## src/rtl/wb_dsp_pkg.sv

```systemverilog
// wb_dsp_pkg: shared state encoding and constants for the DSP Wishbone copy sequencer
//  state_t    3-bit FSM encoding
//  STRIDE_DEF default byte increment per copied word
//  SEL_FULL   all four byte lanes enabled
package wb_dsp_pkg;
   typedef enum logic [2:0] {
      S_IDLE, S_RD_REQ, S_RD_WAIT, S_WR_REQ, S_WR_WAIT, S_DONE, S_ERROR
   } state_t;
   localparam int STRIDE_DEF = 4;
   localparam logic [3:0] SEL_FULL = 4'hF;
endpackage

```

## src/rtl/wb_dsp_addr_gen.sv

```systemverilog
// wb_dsp_addr_gen: loadable address register that steps by STRIDE, wrapping modulo 2^aw
//  wb_clk, wb_rst  clock, async active-high reset
//  load/load_addr  load a new start address (wins over inc)
//  inc             advance by STRIDE bytes
//  addr            current address
//  addr_next       value addr takes at the next edge, for registered consumers
module wb_dsp_addr_gen
   import wb_dsp_pkg::*;
#(
   parameter int aw     = 32,
   parameter int STRIDE = STRIDE_DEF
) (
   input  logic          wb_clk,
   input  logic          wb_rst,
   input  logic          load,
   input  logic          inc,
   input  logic [aw-1:0] load_addr,
   output logic [aw-1:0] addr,
   output logic [aw-1:0] addr_next
);
   always_comb addr_next = load ? load_addr : inc ? addr + aw'(STRIDE) : addr;
   always_ff @(posedge wb_clk or posedge wb_rst)
      if (wb_rst) addr <= '0;
      else addr <= addr_next;
endmodule

```

## src/rtl/wb_dsp_copy_sequencer.sv

```systemverilog
// wb_dsp_copy_sequencer: block copy via single-word Wishbone master read/write pairs
//  cmd_valid/cmd_ready, cmd_src, cmd_dst, cmd_count  copy command (accepted in IDLE)
//  busy, done, error, words_done                     status to DSP control
//  master_start/address/selection/write/data_wr      request to the bus master
//  master_data_rd, master_ack, master_err            response from the bus master
module wb_dsp_copy_sequencer
   import wb_dsp_pkg::*;
#(
   parameter int aw     = 32,
   parameter int dw     = 32,
   parameter int CW     = 16,
   parameter int STRIDE = STRIDE_DEF
) (
   input  logic          wb_clk,
   input  logic          wb_rst,
   input  logic          cmd_valid,
   output logic          cmd_ready,
   input  logic [aw-1:0] cmd_src,
   input  logic [aw-1:0] cmd_dst,
   input  logic [CW-1:0] cmd_count,
   output logic          busy,
   output logic          done,
   output logic          error,
   output logic [CW-1:0] words_done,
   output logic          master_start,
   output logic [aw-1:0] master_address,
   output logic [3:0]    master_selection,
   output logic          master_write,
   output logic [dw-1:0] master_data_wr,
   input  logic [dw-1:0] master_data_rd,
   input  logic          master_ack,
   input  logic          master_err
);
   state_t state, state_nxt;
   logic [CW-1:0] remaining;
   logic [dw-1:0] hold;
   logic [aw-1:0] src, src_nxt, dst, dst_nxt, address_d;
   logic accept, rd_ack, wr_ack, start_d, write_d;
   // err wins over a simultaneous ack
   assign accept = state == S_IDLE && cmd_valid;
   assign rd_ack = state == S_RD_WAIT && master_ack && !master_err;
   assign wr_ack = state == S_WR_WAIT && master_ack && !master_err;
   assign master_data_wr = hold;
   wb_dsp_addr_gen #(.aw(aw), .STRIDE(STRIDE)) u_src (
      .wb_clk(wb_clk), .wb_rst(wb_rst), .load(accept), .inc(wr_ack),
      .load_addr(cmd_src), .addr(src), .addr_next(src_nxt)
   );
   wb_dsp_addr_gen #(.aw(aw), .STRIDE(STRIDE)) u_dst (
      .wb_clk(wb_clk), .wb_rst(wb_rst), .load(accept), .inc(wr_ack),
      .load_addr(cmd_dst), .addr(dst), .addr_next(dst_nxt)
   );
   always_ff @(posedge wb_clk or posedge wb_rst)
      if (wb_rst) state <= S_IDLE;
      else state <= state_nxt;
   always_comb begin
      state_nxt = state;
      case (state)
         S_IDLE:    if (cmd_valid) state_nxt = cmd_count == '0 ? S_DONE : S_RD_REQ;
         S_RD_REQ:  state_nxt = S_RD_WAIT;
         S_RD_WAIT: state_nxt = master_err ? S_ERROR : master_ack ? S_WR_REQ : S_RD_WAIT;
         S_WR_REQ:  state_nxt = S_WR_WAIT;
         S_WR_WAIT: state_nxt = master_err ? S_ERROR :
                                master_ack ? (remaining == CW'(1) ? S_DONE : S_RD_REQ) : S_WR_WAIT;
         default:   state_nxt = S_IDLE;
      endcase
   end
   // Outputs are registered from the next state, so request fields use the
   // post-increment addresses and stay frozen between requests.
   always_comb begin
      start_d   = state_nxt == S_RD_REQ || state_nxt == S_WR_REQ;
      address_d = state_nxt == S_RD_REQ ? src_nxt : state_nxt == S_WR_REQ ? dst_nxt : master_address;
      write_d   = start_d ? state_nxt == S_WR_REQ : master_write;
   end
   always_ff @(posedge wb_clk or posedge wb_rst)
      if (wb_rst) begin
         cmd_ready        <= 1'b1;
         busy             <= 1'b0;
         done             <= 1'b0;
         error            <= 1'b0;
         words_done       <= '0;
         master_start     <= 1'b0;
         master_address   <= '0;
         master_selection <= '0;
         master_write     <= 1'b0;
         remaining        <= '0;
         hold             <= '0;
      end else begin
         cmd_ready        <= state_nxt == S_IDLE;
         busy             <= state_nxt != S_IDLE;
         done             <= state_nxt == S_DONE;
         error            <= state_nxt == S_ERROR;
         master_start     <= start_d;
         master_address   <= address_d;
         master_selection <= SEL_FULL;
         master_write     <= write_d;
         if (accept) begin
            remaining  <= cmd_count;
            words_done <= '0;
         end
         if (rd_ack) hold <= master_data_rd;
         if (wr_ack) begin
            remaining <= remaining - CW'(1);
            if (words_done != '1) words_done <= words_done + CW'(1);
         end
      end
endmodule
```

## config.mk

```make
export PLATFORM = sky130hd
export DESIGN_NAME = wb_dsp_copy_sequencer
export DESIGN_NICKNAME = d
export VERILOG_FILES = /design/src/rtl/wb_dsp_pkg.sv /design/src/rtl/wb_dsp_addr_gen.sv /design/src/rtl/wb_dsp_copy_sequencer.sv
export SDC_FILE = /design/constraint.sdc
export NUM_CORES = 1
export LEC_CHECK = 0
export CAP_MARGIN = 20
export CORE_MARGIN = 2
export CORE_UTILIZATION = 51
export CTS_BUF_LIST = sky130_fd_sc_hd__clkbuf_4 sky130_fd_sc_hd__clkbuf_8 sky130_fd_sc_hd__clkbuf_16
export DETAILED_ROUTE_END_ITERATION = 7
export PLACE_DENSITY = 0.82
export SYNTH_ARGS = -nofsm -noshare
export SYNTH_HDL_FRONTEND = slang
export SYNTH_SLANG_ARGS = --single-unit
```

## constraint.sdc

```tcl
create_clock -name wb_clk -period 7.11 [get_ports wb_clk]
set_input_delay 1.422 -clock wb_clk [delete_from_list [all_inputs] [get_ports wb_clk]]
set_output_delay 1.422 -clock wb_clk [all_outputs]
set_load 0.01 [all_outputs]
```

Fig. 1: power grid
Pins as bars on the die edge. Tap cells in grey.
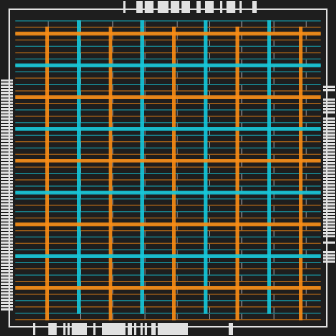
- orange: VSS
- cyan: VDD
- tap cells: 220
- met1 rails: 48
- met5 straps: 9
- rows: 47
core area: 0.0167 mm^2
Die Ht: 135 um

Fig. 2: track usage over the die
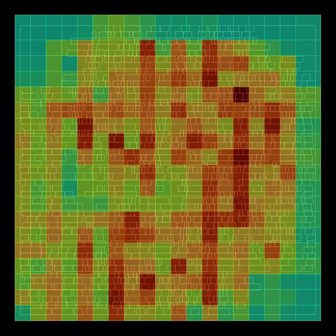
drt wl/cell: 18.9 um
met1 GRT Util: 35.7%

==> results.txt <==
Slew HR -> 23.4%
Logic Gate Count -> 656
CP cell instances -> clkdlybuf4s50_1 -> or4_1 -> o41ai_2 -> a22o_2 -> buf_4 -> inv_2 -> o22ai_1 -> o21ba_1
Skew final -> 11.3 ps
Num CTS Buffers -> 17
Flop Count -> 170
RSZ-0062 raised after global routing -> false
Final setup viols -> 0
Layout clock area frac -> 5.30%
Status -> finished clean
Min Tclk post-route -> 4200 ps
Dominant logic cell type in the layout -> clkdlybuf4s50_1
Pwr dens -> 414 mW/mm^2
Floorplan utilization -> 52.6%
Comb gate area -> 0.00417 mm^2
Die ar. -> 0.0183 mm^2
Setup bufs post-CTS -> 0
Clock Buffer Count -> 17
Deepest clock path buffer count -> 2
Clock root buffer -> clkbuf_16
Sink Count -> 170
DR WL met2 -> 11600 um
CP Data Required Time -> 7440 ps
CP endpoint kind -> register
PostCTS Resize Cnt -> 0
Mux cell area share -> 5.36%
Hold-fix buffers, CTS -> 0
Register Area -> 0.00426 mm^2
Comb power -> 2010 uW
Inverters, non-clock -> 15
Layout non-clock buf frac -> 18.5%
Met2 Use GR -> 44.2%
Hold Slack -> 487 ps
CP top delay family -> AND-OR/OR-AND gates
Leading power group -> combinational logic
Max_cap viols -> 0
GR Overflow Total -> 0
DRT Pass-1 Iters -> 6
Yosys warning total -> 0
Remaining DRCs -> 0
Dpl cell area -> 0.0109 mm^2
Number of standard cells reported by yosys -> 895
Antenna Cells -> 0
Worst min path class -> reg2reg
Sequential cell area share -> 37.0%
Clock Power -> 976 uW
Met3 wire length -> 2250 um
DRT met1 WL -> 10200 um
Area grow syn2layout -> 30.9%
Combinational power share -> 42.3%
Internal power -> 2900 uW
XOR Share, Synth -> 5.28%
Largest logic family -> simple AND/OR/NAND/NOR gates
Post-DRT Antenna Nets -> 0
Final core occ -> 68.9%
Final slew viol count -> 0
Crit path from -> cmd_count[2]
Max Fclk -> 238 MHz
Slew @ Worst Pin -> 1150 ps
Routability cong. -> 0.877
Reg2Reg Setup Slack -> 3770 ps
Simple Share, Synth -> 22.0%
Slowest library cell on the worst path -> a22o_2
Final nets -> 1197
First DRT Iteration DRCs -> 642
Routed vias -> 7710
R2R depth -> 8
Crit path kind -> in2reg
CP Launch Type -> input port
H-tree Lvls -> 4
Seq pwr share -> 37.3%
Power and IR drop assume default switching activity.
